Figure 1. Register map, names as in the netlist (run 1).
(4 px per um) Other cells in gray.
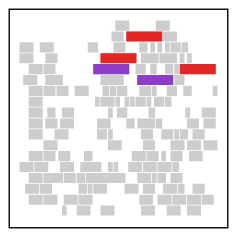
Figure 2. The metal 3 layer (run 1).
(4 px per um)
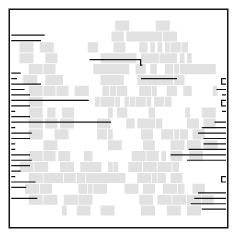
Figure 3. Routing congestion (run 1).
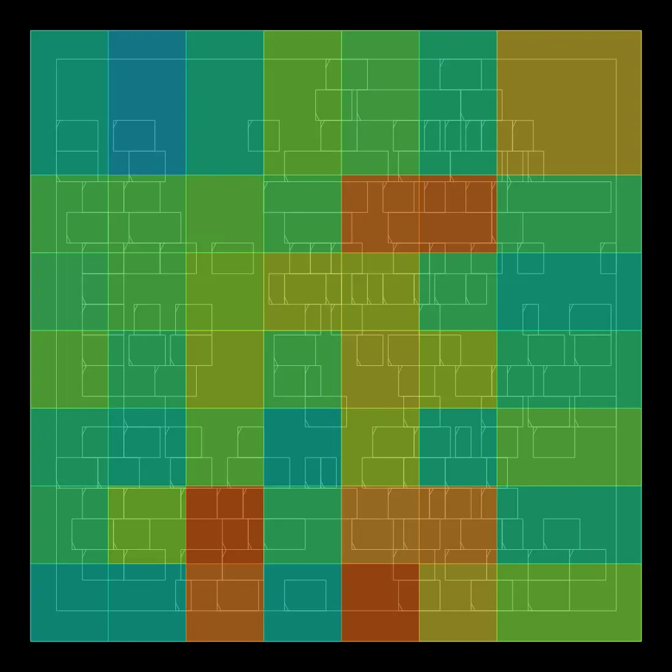
Figure 4. Flops by top-level scope (run 1).
(8 px per um) Other cells in gray.
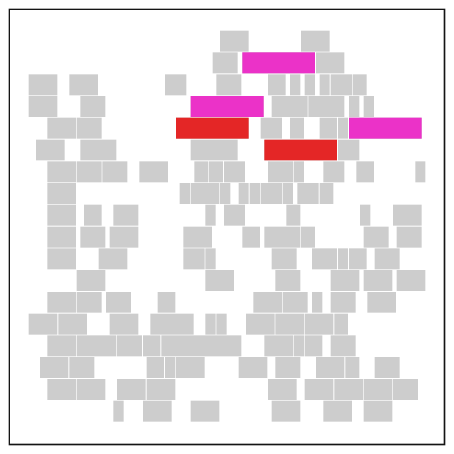
--- src/rtl/agc_pkg.sv ---
// rtl/agc_pkg.sv - shared AGC pipeline types and counter helper
package agc_pkg;

  typedef enum logic [1:0] {
    RUN      = 2'd0,
    RAMSTALL = 2'd1,
    FLUSH    = 2'd2,
    HALT     = 2'd3
  } hz_state_t;

  typedef enum logic [1:0] {
    FWD_NONE = 2'd0,
    FWD_WR1  = 2'd1,
    FWD_WR2  = 2'd2
  } fwd_sel_t;

  // Sequencing counters never hold 0 while live, so every load is clamped to 1..7.
  function automatic logic [2:0] clamp_cnt(input int v);
    logic [2:0] r;
    if (v < 1) r = 3'd1;
    else if (v > 7) r = 3'd7;
    else r = 3'(v);
    return r;
  endfunction

endpackage

--- src/rtl/hazard_detect.sv ---
// rtl/hazard_detect.sv - combinational register and erasable-RAM hazard detection
module hazard_detect (
  input  logic        d_valid,
  input  logic [3:0]  d_rs2_sel,
  input  logic        d_uses_reg,
  input  logic        d_uses_ram,
  input  logic [11:0] d_addr,
  input  logic        e_valid,
  input  logic        e_wr1_en,
  input  logic        e_wr2_en,
  input  logic [3:0]  e_wr1_sel,
  input  logic [3:0]  e_wr2_sel,
  input  logic        e_ram_we,
  input  logic [11:0] e_addr,
  output logic        reg_hz_wr1,
  output logic        reg_hz_wr2,
  output logic        ram_hz
);

  logic w_reg_live;

  assign w_reg_live = d_valid & d_uses_reg & e_valid;
  assign reg_hz_wr1 = w_reg_live & e_wr1_en & (e_wr1_sel == d_rs2_sel);
  assign reg_hz_wr2 = w_reg_live & e_wr2_en & (e_wr2_sel == d_rs2_sel);
  assign ram_hz     = d_valid & d_uses_ram & e_valid & e_ram_we & (d_addr == e_addr);

endmodule

--- src/rtl/register.sv ---
// rtl/register.sv - generic D register with asynchronous active-low reset
module register #(
  parameter int             W   = 1,
  parameter logic [W-1:0]   RST = '0
) (
  input  logic         clock,
  input  logic         rst_l,
  input  logic [W-1:0] i_d,
  output logic [W-1:0] o_q
);

  always_ff @(posedge clock or negedge rst_l) begin
    if (!rst_l) o_q <= RST;
    else        o_q <= i_d;
  end

endmodule

--- src/rtl/hazard_ctrl.sv ---
// rtl/hazard_ctrl.sv - AGC pipeline stall/flush/halt sequencer
// HAZARD_FWD_EN: resolve register hazards by forwarding instead of a one-cycle stall.
module hazard_ctrl
  import agc_pkg::*;
#(
  parameter int FLUSH_CYCLES = 2,
  parameter int RAM_LAT      = 2
) (
  input  logic        clock,
  input  logic        rst_l,
  input  logic        d_valid,
  input  logic [3:0]  d_rs2_sel,
  input  logic        d_uses_reg,
  input  logic        d_uses_ram,
  input  logic [11:0] d_addr,
  input  logic        d_halt,
  input  logic        e_valid,
  input  logic        e_wr1_en,
  input  logic        e_wr2_en,
  input  logic [3:0]  e_wr1_sel,
  input  logic [3:0]  e_wr2_sel,
  input  logic        e_ram_we,
  input  logic [11:0] e_addr,
  input  logic        e_branch_taken,
  input  logic [11:0] e_target,
  input  logic        resume,
  output logic        stall_F,
  output logic        stall_D,
  output logic        bubble_E,
  output logic        flush,
  output logic        pc_sel,
  output logic [11:0] pc_target,
  output logic        halted,
  output logic [1:0]  fwd_sel
);

  localparam logic [2:0] FLUSH_LOAD = clamp_cnt(FLUSH_CYCLES - 1);
  localparam logic [2:0] RAM_LOAD   = clamp_cnt(RAM_LAT - 1);
  localparam hz_state_t  BR_STATE   = (FLUSH_CYCLES > 1) ? FLUSH : RUN;
  localparam hz_state_t  RAM_STATE  = (RAM_LAT > 1) ? RAMSTALL : RUN;

  logic       w_reg_hz_wr1, w_reg_hz_wr2, w_ram_hz;
  logic       w_branch, w_halt;
  logic [1:0] w_state_q;
  hz_state_t  w_state, w_state_nxt;
  logic [2:0] w_cnt, w_cnt_nxt;

  hazard_detect u_detect (
    .d_valid    (d_valid),
    .d_rs2_sel  (d_rs2_sel),
    .d_uses_reg (d_uses_reg),
    .d_uses_ram (d_uses_ram),
    .d_addr     (d_addr),
    .e_valid    (e_valid),
    .e_wr1_en   (e_wr1_en),
    .e_wr2_en   (e_wr2_en),
    .e_wr1_sel  (e_wr1_sel),
    .e_wr2_sel  (e_wr2_sel),
    .e_ram_we   (e_ram_we),
    .e_addr     (e_addr),
    .reg_hz_wr1 (w_reg_hz_wr1),
    .reg_hz_wr2 (w_reg_hz_wr2),
    .ram_hz     (w_ram_hz)
  );

  register #(.W(2), .RST(RUN)) u_state_reg (
    .clock (clock),
    .rst_l (rst_l),
    .i_d   (w_state_nxt),
    .o_q   (w_state_q)
  );

  register #(.W(3), .RST(3'd0)) u_cnt_reg (
    .clock (clock),
    .rst_l (rst_l),
    .i_d   (w_cnt_nxt),
    .o_q   (w_cnt)
  );

  assign w_state   = hz_state_t'(w_state_q);
  assign w_branch  = e_valid & e_branch_taken;
  assign w_halt    = d_valid & d_halt;
  assign pc_target = e_target;
  assign halted    = (w_state == HALT);

  always_comb begin
    stall_F     = 1'b0;
    stall_D     = 1'b0;
    bubble_E    = 1'b0;
    flush       = 1'b0;
    pc_sel      = 1'b0;
    fwd_sel     = FWD_NONE;
    w_state_nxt = w_state;
    w_cnt_nxt   = w_cnt;
    unique case (w_state)
      RUN, RAMSTALL: begin
        if (w_branch) begin
          // The flush also clears decode's EXTEND/INDEX latches, so no prefix survives.
          flush       = 1'b1;
          pc_sel      = 1'b1;
          w_state_nxt = BR_STATE;
          w_cnt_nxt   = FLUSH_LOAD;
        end else if (w_state == RAMSTALL) begin
          stall_F  = 1'b1;
          stall_D  = 1'b1;
          bubble_E = 1'b1;
          if (w_cnt <= 3'd1) w_state_nxt = RUN;
          else               w_cnt_nxt   = w_cnt - 3'd1;
        end else if (w_halt) begin
          stall_F     = 1'b1;
          stall_D     = 1'b1;
          bubble_E    = 1'b1;
          w_state_nxt = HALT;
        end else if (w_ram_hz) begin
          stall_F     = 1'b1;
          stall_D     = 1'b1;
          bubble_E    = 1'b1;
          w_state_nxt = RAM_STATE;
          w_cnt_nxt   = RAM_LOAD;
        end else if (w_reg_hz_wr1 | w_reg_hz_wr2) begin
`ifdef HAZARD_FWD_EN
          fwd_sel = w_reg_hz_wr1 ? FWD_WR1 : FWD_WR2;
`else
          stall_F  = 1'b1;
          stall_D  = 1'b1;
          bubble_E = 1'b1;
`endif
        end
      end
      FLUSH: begin
        flush = 1'b1;
        if (w_branch) begin
          pc_sel    = 1'b1;
          w_cnt_nxt = FLUSH_LOAD;
        end else if (w_cnt <= 3'd1) begin
          w_state_nxt = RUN;
        end else begin
          w_cnt_nxt = w_cnt - 3'd1;
        end
      end
      HALT: begin
        if (resume) begin
          // Release cycle: stalls drop and the flush discards the halt instruction.
          flush       = 1'b1;
          w_state_nxt = RUN;
        end else begin
          stall_F  = 1'b1;
          stall_D  = 1'b1;
          bubble_E = 1'b1;
        end
      end
      default: w_state_nxt = RUN;
    endcase
  end

endmodule

--- config.mk ---
export PLATFORM = sky130hd
export DESIGN_NAME = hazard_ctrl
export DESIGN_NICKNAME = d
export VERILOG_FILES = /design/src/rtl/agc_pkg.sv /design/src/rtl/hazard_detect.sv /design/src/rtl/register.sv /design/src/rtl/hazard_ctrl.sv
export SDC_FILE = /design/constraint.sdc
export NUM_CORES = 1
export LEC_CHECK = 0
export CORE_MARGIN = 2
export CORE_UTILIZATION = 32
export DETAILED_ROUTE_END_ITERATION = 16
export PLACE_DENSITY_LB_ADDON = 0.15
export SETUP_SLACK_MARGIN = 0.4
export SYNTH_ARGS = -nofsm -noshare
export SYNTH_HDL_FRONTEND = slang
export SYNTH_SLANG_ARGS = --single-unit
--- constraint.sdc ---
create_clock -name clock -period 5.65 [get_ports clock]
set_input_delay 1.695 -clock clock [delete_from_list [all_inputs] [get_ports clock]]
set_output_delay 1.695 -clock clock [all_outputs]
set_load 0.02 [all_outputs]
==> flow_summary.ini, run 1 <==
; implementation run metrics
[cells_and_area]
nFillCells = 244
design_area_mm2 = 0.00129
area_growth_pct = 60.3

[global_routing]
grt-ovfl-total = 0
grt_max_degree = 9
grt_pass1_wl_mm = 3.17
antenna_found_initial = 0

[synthesis]
async_reset_ff_share_pct = 100
ys_cells = 100
ys_ff = 5
yosysSeqAreaShare_pct = 15.5
avgSynthCellArea_um2 = 8.07
yosys_warnings = 0
common_cells = buf_4 (16), xnor2_1 (14), nand2_1 (9)
edf_count = 0
synth.most_common_cell = buf_4
yosys_area_um2 = 807
area_leaders = dfrtp_1 (16%), xnor2_1 (15%), buf_4 (15%)
yosysTopAreaCell = dfrtp_1

[power]
power_frac_seq_pct = 22.2
peakVddDrop_uv = 200
leakage_nw = 0.500
p_sw_share_pct = 40.4
pg_clk_mw = 0.0407
p_per_area_mw_per_mm2 = 225
combPwrFrac_pct = 63.8
power_frac_clock_pct = 14.0
power.total_mw = 0.291
internal_power_mw = 0.173
comb-power_mw = 0.186
top_power_group = combinational logic
p_sw_mw = 0.117

[job]
tool_warnings = 27
max_cap_viol_count = 0

[setup_path]
worst_setup_path_start_kind = input pin
crit_path_max_fanout = 3
cp.depth = 6
worstSetupPathType = in -> out
cp_cell_sequence = clkdlybuf4s50_1 > nand2_2 > a2111oi_4 > nand4_1 > o31ai_2 > dlygate4sd2_1
cpMaxStageDelayCell = clkdlybuf4s50_1
rr_worst_depth = 7
cp-end-kind = output pin
slowest_delay_ns = 0.51
cp_num_buf_inv = 2

[clock_network]
clock-root-buffer = clkbuf_4
cts_setup_buffers = 0
clockBufferDepth = 2
cts_tree = yes
clk_pin_slew_ns = 0.04
insertion_delay_ns = 0.24
cts_buffers = 3

[timing]
period_minus_slack_ns = 5.12
setup_viol = 0
hold_viol_final = 0
timing.final.crit_share_pct = 90.6
setup_tns_ns = 0
clock.fmax_mhz = 195
grt_setup_unrepaired = no
finClkSkew_ns = 0.00108
setup_ws_ns = 0.532
worst_hold_slack_ns = 0.586

[place]
dp_slack_ns = 0.101
dpl.cell_count = 168
gp_congestion = 0.774
port_buffers = 53
hpwlAfterDp_mm = 1.80
placed_cell_area_mm2 = 0.00127

[route]
drc_errors = 0
first_pass_iters = 4
drtIter0Drc = 4
wl_per_cell_um = 11.4

[floorplan]
fp.dieH_um = 54.2
io_pins = 80
core_region_area_mm2 = 0.00243
initial_utilization_pct = 33.2

[worst_hold_path]
min_path_cells = 2
hold_path_class = reg -> reg

[outcome]
status = completed
## Picture notes: Figure 1
legend:
  u_cnt_reg.o_q:
    color: red
    flops: 3
  u_state_reg.o_q:
    color: purple
    flops: 2
flop share of the area: 9.67%
Sequential Area: 125 um^2
sequential group power: 0.0645 mW
Final Util: 53.2%

## Picture notes: Figure 2
share of all routed wire: 13%
main direction: horizontal
final wirelength: 1.95 mm
Global Route met3 Usage: 6.56%
Vias: 803

## Picture notes: Figure 3
GRT met1 Usage: 14.8%
GR Util All Layers: 14.7%

## Picture notes: Figure 4
legend:
  u_cnt_reg:
    color: magenta
    flops: 3
  u_state_reg:
    color: red
    flops: 2
fin cells: 172
chip footprint: 0.00294 mm^2

[run 1: logic make-up (layout without fill, tap and decap cells)]
| logic type | count (synthesis) | after routing | share of synthesized area [%] |
|---|---|---|---|
| buf+inv | 24 | 65 | 18.6 |
| fa+ha+maj | 2 | 2 | 3.10 |
| flops | 5 | 5 | 15.5 |
| xor+xnor | 19 | 19 | 20.6 |
| other cells | 1 | 2 | 0.465 |
| simple gates | 29 | 29 | 20.2 |
| compound gates | 20 | 20 | 21.6 |
[run 1: placed cells by master (no fill, tap or decap), drive strengths merged]
| cell type | synthesis | final |
|---|---|---|
| a2111oi | 2 | 2 |
| a21oi | 3 | 3 |
| a22oi | 1 | 1 |
| and2 | 1 | 1 |
| and2b | 1 | 1 |
| buf | 16 | 2 |
| clkbuf | 2 | 4 |
| clkdlybuf4s50 | 0 | 50 |
| conb | 1 | 2 |
| dfrtp | 5 | 5 |
| dlygate4sd2 | 0 | 3 |
| ha | 2 | 2 |
| inv | 6 | 6 |
| nand2 | 10 | 10 |
| nand2b | 1 | 1 |
| nand3 | 3 | 3 |
| nand3b | 1 | 1 |
| nand4 | 2 | 2 |
| nor2 | 5 | 5 |
| nor2b | 3 | 3 |
| nor4 | 1 | 1 |
| nor4b | 1 | 1 |
| o211ai | 1 | 1 |
| o21a | 2 | 2 |
| o21ai | 3 | 3 |
| o21ba | 1 | 1 |
| o22a | 1 | 1 |
| o22ai | 3 | 3 |
| o31ai | 1 | 1 |
| o32a | 1 | 1 |
| o41ai | 1 | 1 |
| xnor2 | 14 | 14 |
| xor2 | 5 | 5 |
[run 1: final cells by class]
cell class,instances,area [um^2],share of cell area [%]
Timing Repair Buffer,55,542,41.9
Multi-Input combinational cell,72,541,41.8
Sequential cell,5,125,9.67
Tap cell,30,37.5,2.90
Clock buffer,4,26.3,2.03
Inverter,6,22.5,1.74
[run 1: sequential cells by signal, summed over array words and instances (netlist names)]
name,cells
u_cnt_reg.o_q,3
u_state_reg.o_q,2
[run 1: final timing paths]
kind | from | endpoint | slack (ns)
hold reg to reg | u_cnt_reg.o_q[1] | u_cnt_reg.o_q[1] | 0.59
max in group asynchronous | rst_l | u_state_reg.o_q[0] | 3.77
hold / removal | u_cnt_reg.o_q[1] | u_cnt_reg.o_q[1] | 0.59
min in group asynchronous | rst_l | u_cnt_reg.o_q[2] | 1.68
setup / recovery | d_valid | stall_D | 0.53
setup reg to reg | u_cnt_reg.o_q[1] | u_cnt_reg.o_q[1] | 4.10
[run 1: worst register-to-register path, cell delays in order (launching register included)]
cell     delay, ns
dfrtp_1       0.39
inv_1         0.10
ha_1          0.14
o21ba_2       0.16
nor2_1        0.32
nor2_1        0.08
a21oi_1       0.15
o22ai_1       0.08
[run 1: metal layers]
metal / wire, um / GRT usage [%] / vias up
li1: - / - / 409
met1: 727 / 14.8 / 350
met2: 975 / 27.9 / 44
met3: 251 / 6.56 / 0
met4: 0 / 2.50 / 0
met5: 0 / 0 / -
[run 1: timing repair]
item	in CTS	in global routing
hold buffers	0	0
setup endpoints to repair	3	3
gates resized	3	1
## Run 2: what changed since run 1
--- a/config.mk
+++ b/config.mk
@@ -7,6 +7,7 @@
 export LEC_CHECK = 0
 export CORE_MARGIN = 2
 export CORE_UTILIZATION = 32
+export CTS_CLUSTER_SIZE = 16
 export DETAILED_ROUTE_END_ITERATION = 16
 export PLACE_DENSITY_LB_ADDON = 0.15
 export SETUP_SLACK_MARGIN = 0.4
Figure 5. The metal 3 layer (run 2).
(4 px per um)
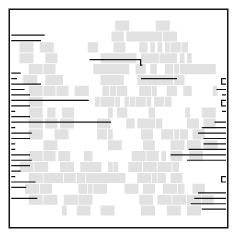
wire length on this layer: 251 um
share of all routed wire: 13%
main direction: horizontal
nets with wire on the layer: 43

==> run 2 against run 1 <==
Against the previous run: routed wire length is the same; worst setup slack unchanged; die size is the same; sequential share of layout area unchanged; clock skew stayed put; register-to-register slack about the same; largest cell class unchanged; highest routed layer unchanged.
==> flow_summary.ini, run 2 <==
; implementation run metrics
[outcome]
status = completed

[setup_path]
crit_path_max_fanout = 3
worst_setup_path_start_kind = input pin
worstReg2RegStart = u_cnt_reg.o_q[1]
worstSetupPathType = in -> out
crit_start = d_valid
rr_worst_depth = 7
r2r_slack_ns = 4.10
cp-end-kind = output pin
regToRegEndpoint = u_cnt_reg.o_q[1]

[floorplan]
core_region_area_mm2 = 0.00243
chip_area_mm2 = 0.00294
fp.dieH_um = 54.2
io_pins = 80
initial_utilization_pct = 33.2

[route]
ant_nets = 0
vias = 803
drc_errors = 0
drtIter0Drc = 4
wirelength_mm = 1.95
first_pass_iters = 4

[power]
peakVddDrop_uv = 200
combPwrFrac_pct = 63.8
p_sw_mw = 0.117
p_sw_share_pct = 40.4
power_frac_clock_pct = 14.0
power_frac_seq_pct = 22.2

[synthesis]
synth.most_common_cell = buf_4
yosys_warnings = 0
edf_count = 0
ys_ff = 5
async_reset_ff_share_pct = 100
area_leaders = dfrtp_1 (16%), xnor2_1 (15%), buf_4 (15%)
yosys_area_um2 = 807
avgSynthCellArea_um2 = 8.07
common_cells = buf_4 (16), xnor2_1 (14), nand2_1 (9)
ys_cells = 100
yosysSeqAreaShare_pct = 15.5

[clock_network]
cts_tree = yes
insertion_delay_ns = 0.24
clockBufferDepth = 2
clock-root-buffer = clkbuf_4
cts_setup_buffers = 0
clk_pin_slew_ns = 0.04
cts_buffers = 3
holdBufCountCts = 0

[global_routing]
grt_use_total_pct = 14.7
antenna_found_initial = 0
grt_max_degree = 9
grt_pass1_wl_mm = 3.17
grt-ovfl-total = 0

[timing]
grt_setup_unrepaired = no
setup_tns_ns = 0
setup_viol = 0
clock.fmax_mhz = 195
hold_viol_final = 0
finClkSkew_ns = 0.00108

[cells_and_area]
regMostFlops = u_cnt_reg.o_q
largestRegisters = u_cnt_reg.o_q x3, u_state_reg.o_q x2
layout_top_cells = clkdlybuf4s50_1 (50), xnor2_1 (14), nand2_1 (9)
area_growth_pct = 60.3
comb_area_um2 = 541
register_area_um2 = 125

[worst_hold_path]
min_from = u_cnt_reg.o_q[1]
min_to = u_cnt_reg.o_q[1]

[job]
tool_warnings = 27
max_cap_viol_count = 0

[place]
gp_congestion = 0.774
hpwlAfterDp_mm = 1.80
Figure 6. Signal wires by layer (run 2).
(4 px per um)
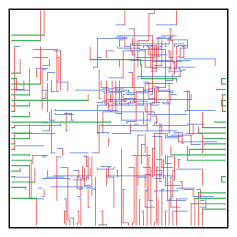
legend:
  met3:
    color: green
    wire_length: 251 um
  met2:
    color: red
    wire_length: 976 um
  met1:
    color: blue
    wire_length: 728 um
routed len/inst: 11.4 um

## run 2: cell counts after synthesis
Identical to the previous run, type by type.
## run 2: per-layer routing
metal / wire length [um] / share of wire [%] / track usage (%) / vias up
li1: - / - / - / 409
met2: 975 / 50 / 27.9 / 44
met5: 0 / 0 / 0 / -
met3: 251 / 13 / 6.56 / 0
met1: 727 / 37 / 14.8 / 350
met4: 0 / 0 / 2.50 / 0
## run 2: area by class of cell
class / count / area share (%)
Timing Repair Buffer: 55 / 41.9
Multi-Input combinational cell: 72 / 41.8
Sequential cell: 5 / 9.67
Tap cell: 30 / 2.90
Clock buffer: 4 / 2.03
Inverter: 6 / 1.74
## run 2: metrics by stage
stage | setup slack, ns | std cells | instance area (um^2) | power (mW)
final | 0.532 | 172 | 1290 | 0.291
after global routing | 0.426 | 172 | 1290 | 0.319
after CTS | 0.424 | 172 | 1290 | 0.294
after detailed placement | 0.101 | 168 | 1270 | 0.255
after global placement | 0.123 | 168 | 1270 | 0.252
after floorplan | 0.705 | 101 | 811 | 0.197
## run 2: worst max path at each step
stage                           to  slack (ns)  cells after the start
final                      stall_D        0.53                      6
after global routing      bubble_E        0.43                      6
after CTS                  stall_D        0.42                      6
after detailed placement   stall_D        0.10                      6
after global placement    bubble_E        0.12                      6
after floorplan            stall_D        0.70                      5
## run 2: logic make-up after synthesis
kind of cell | after synthesis | synth area share, %
AND/OR/NAND/NOR | 29 | 20.2
buffers and inverters | 24 | 18.6
AND-OR/OR-AND | 20 | 21.6
XOR/XNOR | 19 | 20.6
flip-flops | 5 | 15.5
adder cells (fa/ha/maj) | 2 | 3.10
other | 1 | 0.465
## run 2: power by group through the flow
stage	clock, mW	sequential, mW	combinational (mW)
after floorplan	0	0.0533	0.144
after global placement	0	0.0643	0.188
after detailed placement	0	0.0645	0.191
after CTS	0.0429	0.0641	0.187
after global routing	0.0478	0.0661	0.205
final	0.0407	0.0645	0.186
## run 2: timing repair
item                       in CTS  in global routing
gates resized                   3                  1
setup endpoints to repair       3                  3
cloned                          0                  0
hold endpoints to repair        0                  0
## run 2: critical path, cell delays in order
cell,delay (ns)
clkdlybuf4s50_1,0.51
nand2_2,0.10
a2111oi_4,0.31
nand4_1,0.18
o31ai_2,0.25
dlygate4sd2_1,0.37
Power figures rest on the tool's default switching activity, not on a simulated workload.
